final_congestion.png
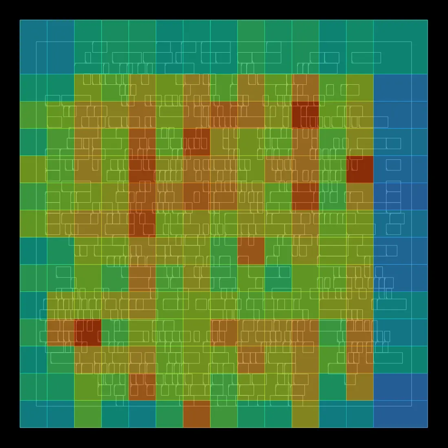
density.png
The bar under the picture is 20 µm long. The die is cut into 10 by 10 equal tiles; dark blue is low, red is high, 0 to 100% covered.
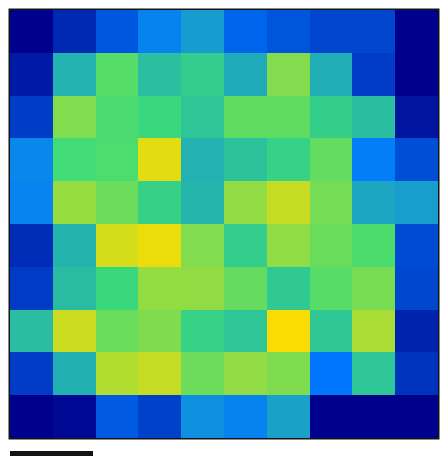
met2.png
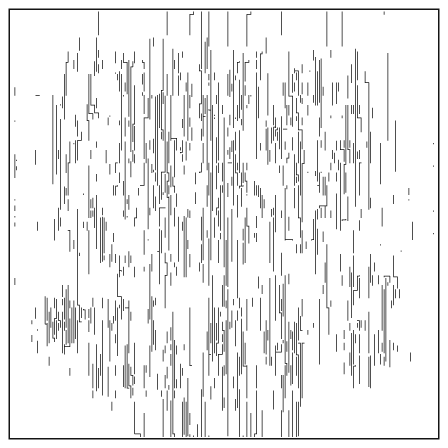
met1.png
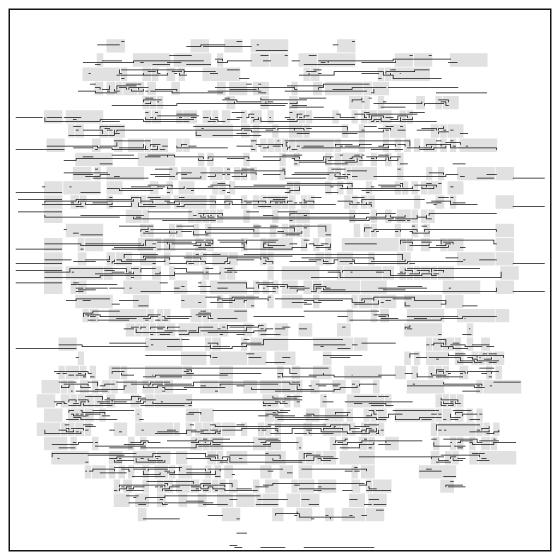
File: src/rtl/multicycle_ctrl_fsm.sv
// multicycle_ctrl_fsm: FETCH/DECODE/EXEC/MEM/WB control sequencer for a multi-cycle RV32I datapath.
// Define ILLEGAL_TRAP_EN to trap on unknown opcodes; otherwise they retire as NOPs.
module multicycle_ctrl_fsm #(
    parameter int CNT_W    = 32,
    parameter int MAX_WAIT = 8
) (
    input  logic             clk_i,
    input  logic             rst_i,
    input  logic [6:0]       instr_op_i,
    input  logic             imem_ready_i,
    input  logic             dmem_ready_i,
    output logic             imem_req_o,
    output logic             dmem_req_o,
    output logic             IRWrite_o,
    output logic             PCWrite_o,
    output logic             RegWrite_o,
    output logic             MemRead_o,
    output logic             MemWrite_o,
    output logic [1:0]       MemtoReg_o,
    output logic             ALUSrc_o,
    output logic [1:0]       ALUop_o,
    output logic             Branch_o,
    output logic             Jal_o,
    output logic             Jalr_o,
    output logic [CNT_W-1:0] instret_o,
    output logic [2:0]       state_o,
    output logic             bus_err_o
);

    localparam logic [2:0] S_FETCH  = 3'd0;
    localparam logic [2:0] S_DECODE = 3'd1;
    localparam logic [2:0] S_EXEC   = 3'd2;
    localparam logic [2:0] S_MEM    = 3'd3;
    localparam logic [2:0] S_WB     = 3'd4;
    localparam logic [2:0] S_ERR    = 3'd5;
    localparam logic [2:0] S_TRAP   = 3'd6;

    localparam logic [3:0] C_LOAD   = 4'd0;
    localparam logic [3:0] C_STORE  = 4'd1;
    localparam logic [3:0] C_BRANCH = 4'd2;
    localparam logic [3:0] C_OP     = 4'd3;
    localparam logic [3:0] C_OP_IMM = 4'd4;
    localparam logic [3:0] C_JAL    = 4'd5;
    localparam logic [3:0] C_JALR   = 4'd6;
    localparam logic [3:0] C_LUI    = 4'd7;
    localparam logic [3:0] C_AUIPC  = 4'd8;
    localparam logic [3:0] C_UNK    = 4'd9;

    localparam logic [7:0] MAX_WAIT_C = MAX_WAIT[7:0];

    function automatic logic [3:0] decode_class(input logic [4:0] op);
        case (op)
            5'b00000: decode_class = C_LOAD;
            5'b01000: decode_class = C_STORE;
            5'b11000: decode_class = C_BRANCH;
            5'b01100: decode_class = C_OP;
            5'b00100: decode_class = C_OP_IMM;
            5'b11011: decode_class = C_JAL;
            5'b11001: decode_class = C_JALR;
            5'b01101: decode_class = C_LUI;
            5'b00101: decode_class = C_AUIPC;
            default:  decode_class = C_UNK;
        endcase
    endfunction

    function automatic logic alu_src_f(input logic [3:0] cls);
        case (cls)
            C_LOAD, C_STORE, C_OP_IMM: alu_src_f = 1'b1;
            default:                   alu_src_f = 1'b0;
        endcase
    endfunction

    function automatic logic [1:0] alu_op_f(input logic [3:0] cls);
        case (cls)
            C_BRANCH:       alu_op_f = 2'b01;
            C_OP, C_OP_IMM: alu_op_f = 2'b10;
            default:        alu_op_f = 2'b00;
        endcase
    endfunction

    function automatic logic [1:0] mem_to_reg_f(input logic [3:0] cls);
        case (cls)
            C_LOAD:          mem_to_reg_f = 2'b01;
            C_JAL, C_JALR:   mem_to_reg_f = 2'b10;
            C_LUI, C_AUIPC:  mem_to_reg_f = 2'b11;
            default:         mem_to_reg_f = 2'b00;
        endcase
    endfunction

    logic [2:0]       state_q, state_d;
    logic [3:0]       cls_q, cls_d;
    logic [7:0]       wait_q, wait_d;
    logic             bus_err_q, bus_err_d;
    logic [CNT_W-1:0] instret_q, instret_d;

    logic [3:0] dec_cls_s;
    logic [7:0] wait_inc_s;
    logic       timeout_s;
    logic       imem_req_s, dmem_req_s, ir_write_s, pc_write_s, reg_write_s;
    logic       mem_read_s, mem_write_s, alu_src_s, branch_s, jal_s, jalr_s;
    logic [1:0] mem_to_reg_s, alu_op_s;
    logic       unused_op_s;

    assign dec_cls_s   = decode_class(instr_op_i[6:2]);
    assign wait_inc_s  = wait_q + 8'd1;
    assign timeout_s   = (wait_inc_s == MAX_WAIT_C);
    assign unused_op_s = ^instr_op_i[1:0];

    // Next-state, wait-counter and per-state control decode.
    always_comb begin
        state_d      = state_q;
        cls_d        = cls_q;
        wait_d       = 8'd0;
        bus_err_d    = bus_err_q;
        imem_req_s   = 1'b0;
        dmem_req_s   = 1'b0;
        ir_write_s   = 1'b0;
        pc_write_s   = 1'b0;
        reg_write_s  = 1'b0;
        mem_read_s   = 1'b0;
        mem_write_s  = 1'b0;
        mem_to_reg_s = 2'b00;
        alu_src_s    = 1'b0;
        alu_op_s     = 2'b00;
        branch_s     = 1'b0;
        jal_s        = 1'b0;
        jalr_s       = 1'b0;
        case (state_q)
            S_FETCH: begin
                imem_req_s = 1'b1;
                if (imem_ready_i) begin
                    ir_write_s = 1'b1;
                    state_d    = S_DECODE;
                end else if (timeout_s) begin
                    state_d   = S_ERR;
                    bus_err_d = 1'b1;
                end else begin
                    wait_d = wait_inc_s;
                end
            end
            S_DECODE: begin
                cls_d = dec_cls_s;
                if (dec_cls_s != C_UNK) begin
                    state_d = S_EXEC;
                end else begin
`ifdef ILLEGAL_TRAP_EN
                    state_d = S_TRAP;
`else
                    pc_write_s = 1'b1;
                    state_d    = S_FETCH;
`endif
                end
            end
            S_EXEC: begin
                alu_src_s = alu_src_f(cls_q);
                alu_op_s  = alu_op_f(cls_q);
                case (cls_q)
                    C_BRANCH: begin
                        pc_write_s = 1'b1;
                        branch_s   = 1'b1;
                        state_d    = S_FETCH;
                    end
                    C_LOAD, C_STORE: state_d = S_MEM;
                    default:         state_d = S_WB;
                endcase
            end
            S_MEM: begin
                alu_src_s   = alu_src_f(cls_q);
                alu_op_s    = alu_op_f(cls_q);
                dmem_req_s  = 1'b1;
                mem_read_s  = (cls_q == C_LOAD);
                mem_write_s = (cls_q == C_STORE);
                if (dmem_ready_i) begin
                    if (cls_q == C_STORE) begin
                        pc_write_s = 1'b1;
                        state_d    = S_FETCH;
                    end else begin
                        state_d = S_WB;
                    end
                end else if (timeout_s) begin
                    state_d   = S_ERR;
                    bus_err_d = 1'b1;
                end else begin
                    wait_d = wait_inc_s;
                end
            end
            S_WB: begin
                alu_src_s    = alu_src_f(cls_q);
                alu_op_s     = alu_op_f(cls_q);
                reg_write_s  = 1'b1;
                mem_to_reg_s = mem_to_reg_f(cls_q);
                pc_write_s   = 1'b1;
                jal_s        = (cls_q == C_JAL);
                jalr_s       = (cls_q == C_JALR);
                state_d      = S_FETCH;
            end
            S_ERR:   state_d = S_ERR;
            S_TRAP:  state_d = S_TRAP;
            default: state_d = S_FETCH;
        endcase
        instret_d = pc_write_s ? (instret_q + CNT_W'(1)) : instret_q;
    end

    // State, held class, wait counter, sticky bus error and retire counter.
    always_ff @(posedge clk_i) begin
        if (rst_i) begin
            state_q   <= S_FETCH;
            cls_q     <= C_LOAD;
            wait_q    <= 8'd0;
            bus_err_q <= 1'b0;
            instret_q <= '0;
        end else begin
            state_q   <= state_d;
            cls_q     <= cls_d;
            wait_q    <= wait_d;
            bus_err_q <= bus_err_d;
            instret_q <= instret_d;
        end
    end

    // Controls are forced low while reset is asserted so an aborted instruction never commits.
    assign imem_req_o = imem_req_s  & ~rst_i;
    assign dmem_req_o = dmem_req_s  & ~rst_i;
    assign IRWrite_o  = ir_write_s  & ~rst_i;
    assign PCWrite_o  = pc_write_s  & ~rst_i;
    assign RegWrite_o = reg_write_s & ~rst_i;
    assign MemRead_o  = mem_read_s  & ~rst_i;
    assign MemWrite_o = mem_write_s & ~rst_i;
    assign MemtoReg_o = mem_to_reg_s & {2{~rst_i}};
    assign ALUSrc_o   = alu_src_s   & ~rst_i;
    assign ALUop_o    = alu_op_s    & {2{~rst_i}};
    assign Branch_o   = branch_s    & ~rst_i;
    assign Jal_o      = jal_s       & ~rst_i;
    assign Jalr_o     = jalr_s      & ~rst_i;
    assign instret_o  = instret_q;
    assign state_o    = state_q;
    assign bus_err_o  = bus_err_q;

endmodule

File: config.mk
export PLATFORM = sky130hd
export DESIGN_NAME = multicycle_ctrl_fsm
export DESIGN_NICKNAME = d
export VERILOG_FILES = /design/src/rtl/multicycle_ctrl_fsm.sv
export SDC_FILE = /design/constraint.sdc
export NUM_CORES = 1
export LEC_CHECK = 0
export ABC_AREA = 1
export CAP_MARGIN = 20
export CELL_PAD_IN_SITES_DETAIL_PLACEMENT = 0
export CELL_PAD_IN_SITES_GLOBAL_PLACEMENT = 1
export CORE_MARGIN = 4
export CORE_UTILIZATION = 36
export DETAILED_ROUTE_END_ITERATION = 7
export PLACE_DENSITY = 0.8
export SLEW_MARGIN = 40
export SYNTH_ARGS = -nofsm -noshare
export SYNTH_HDL_FRONTEND = slang
export SYNTH_SLANG_ARGS = --single-unit
File: constraint.sdc
create_clock -name clk_i -period 2.1 [get_ports clk_i]
set_input_delay 0.315 -clock clk_i [delete_from_list [all_inputs] [get_ports clk_i]]
set_output_delay 0.315 -clock clk_i [all_outputs]
set_load 0.02 [all_outputs]
==> run summary <==
outcome -> finished clean
Worst setup SP type -> primary input
Max-slew headroom -> 74.1%
unrepaired setup endpoints after global routing -> yes
Hold WS -> 0.406 ns
Top area cell types -> dfxtp_1 29%, nand2_1 19%, nor2_1 9.6%
first-pass GRT wire length -> 16100 µm
Largest stage delay, worst path -> 0.51 ns
Synth mux share -> 0%
port buffer count -> 59
Via density -> 4.93
FF-to-FF End -> instret_o[22]
CP Capture Type -> primary output
end point of the critical path -> PCWrite_o
leak pwr -> 1.68 nW
Worst R2R Setup Slack -> 0.33 ns
Num Clock Sinks -> 48
synth warn -> 0
CTS root buffer -> clkbuf_8
Die Span Y -> 103 µm
worst r2r src -> state_o[2]
tool warnings -> 30
Yosys Chip Area -> 3280 µm²
GRT Total Usage -> 18.9%
area grow syn2layout -> 29.4%
setup slack after layout -> 0.00366 ns
Overall Power -> 2.37 mW
number of fill cells in the layout -> 965
H-tree depth -> 2
Primary FF master, synth -> dfxtp_1
Hold Path End -> cls_q[2]
initial antenna violation count -> 0
Yosys top cell by area -> dfxtp_1
num rows -> 34
Residual DRC -> 0
syn nets -> 539
CP top delay family -> buffers and inverters
number of global-route vias before repair -> 3343
most common cell in the netlist -> nand2_1
final worst path period need -> 2.10 ns
critical path's slowest cell -> clkdlybuf4s50_1
max_cap viols -> 0
yosys aoi share -> 12.4%
Die W -> 103 µm
Synth cell types -> 39
worst min path class -> in -> reg
DRT antenna net count -> 0
cycle use final -> 99.8%
Register-to-Register Path Depth -> 11
hold depth -> 3
nets@finish -> 623
pin count of the biggest net entering global routing -> 34
most instantiated cells after synthesis -> 170 x nand2_1, 84 x nor2_1, 48 x dfxtp_1
TritonCTS Buffers -> 5
cell count after synthesis -> 526
Area leader share -> 29.3%
Post-Synth Simple-Gate Area -> 45.9%
HP Start -> instr_op_i[6]
aggregate global routing overflow -> 0
Post-synth EDFFs -> 0
Placed Cells -> 711
XOR-XNOR Cells, Area Fraction -> 3.47%
Slew Limit Fails -> 0
peak supply drop -> 0.243 mV
synthesized area -> 3280 µm²
crit-path cells -> clkdlybuf4s50_1 -> nor2_1 -> nand2_1 -> nand2_1 -> o21ai_1 -> nand2_2 -> nand2_4 -> nand2_8 -> nor2_1 -> buf_4
synthesized area per cell -> 6.23 µm²
Power Density -> 559 nW/µm²
critical path depth -> 10
antenna fix cells -> 0
DR WL/cell -> 13.1 µm
Routability Congestion -> 0.863
WP data arrival -> 1.78 ns
Skew-Pair Late Insertion Delay -> 0.31 ns
final hold viol count -> 0
hold_buf cts -> 0
Critical path buffers and inverters -> 2
DRT iter0 DRCs -> 168
Seq share, synth -> 29.3%
io pins -> 62
setup_tns -> 0 ns
drt first pass iters -> 4
async set-reset flop share out of synthesis -> 0%
worst-margin pin slew -> 0.387 ns
share of cells above drive strength 1 -> 13.9%
Max Clock Skew -> 0.00725 ns
pre-CTS WS -> -0.553 ns
non-filler cells in the finished layout -> 719
DIE AREA -> 10700 µm²
CP Max Fanout -> 3
Max Clock Freq -> 477 MHz
final setup fails -> 0
DP Area -> 4140 µm²
CP Data Required Time -> 1.78 ns
kind of critical path -> in -> out
CTS tree -> yes
Registers, synthesis -> 48
clk buf depth -> 2
Yosys Instances -> 526
Adder Area Share -> 0.763%
post-route cell area -> 4240 µm²
Top logic family -> simple AND/OR/NAND/NOR gates
## Picture notes: final_congestion.png
met2 Use GR: 28.0%
gr busiest metal: met1
grt met1 use: 29.0%
final core utilization: 48.2%

## Picture notes: density.png
fullest tile: 74%
densest ninth of the die: centre
emptiest ninth of the die: upper right
mean over tiles: 38%
nearly empty tiles: 8.0%
Core ar.: 8810 µm²
floorplan utilization: 37.2%

## Picture notes: met2.png
nets with wire on the layer: 497
longest straight run: 38.1 µm
main direction: vertical

## Picture notes: met1.png
share of all routed wire: 51%
nets with wire on the layer: 581
wire length on this layer: 4810 µm
main direction: horizontal
longest straight run: 44.6 µm
via count: 3542
routed wire length: 9450 µm

## repair_timing
action	in CTS	in global routing
buffers inserted	0	0
resized	18	26
setup endpoints to repair	14	33
pin swaps	0	1
## power by group
group | internal (mW) | switching (mW)
sequential | 0.944 | 0.0381
combinational | 0.246 | 0.398
clock | 0.420 | 0.323
## sequential cells by signal, summed over array words and instances, names as in the netlist
| signal | flops |
|---|---|
| instret_o | 32 |
| wait_q | 8 |
| cls_q | 4 |
| bus_err_o | 1 |
| state_o | 3 |
## tightest hold or removal path, delay by kind of cell
kind                   cells  cell delay, ns
AND-OR/OR-AND              1            0.07
buffers and inverters      1            0.18
AND/OR/NAND/NOR            1            0.11
## layout by cell type (no fill, tap or decap), types with 2 or more instances in the layout
cell type	count
buf_2	2
nor3_1	5
buf_4	32
o21ai_0	9
xor2_1	8
nor2_2	5
clkbuf_8	7
inv_1	39
nand2_1	169
dfxtp_1	46
a21oi_1	34
clkbuf_2	5
nand3b_1	16
nor2_1	83
clkdlybuf4s50_1	41
inv_2	5
dlymetal6s2s_1	3
dfxtp_2	2
nand2_2	3
nand3_1	41
o21ai_1	6
xnor2_1	5
a21oi_2	11
nand3_2	2
ha_1	2
dlygate4sd2_1	6
nand2_4	4
nand4_1	4
## cell type report
class	instances	area, µm²	area share (%)
sequential	48	963	22.7
clock inverter	1	30.0	0.708
clock buffer	7	96.3	2.27
timing repair buffer	90	786	18.5
inverter	45	169	3.98
multi-input combinational	420	2060	48.6
tap	108	135	3.19
## layer usage
layer  routed length (µm)  vias up  share of wire, %  track usage, %
li1                     -     1854                 -               -
met2                 4090       67                43            28.0
met3                  477        7               5.0            2.55
met4                   74        0              0.78            4.08
met1                 4810     1614                51            29.0
met5                    0        -                 0               0
Power figures rest on the tool's default switching activity, not on a simulated workload.
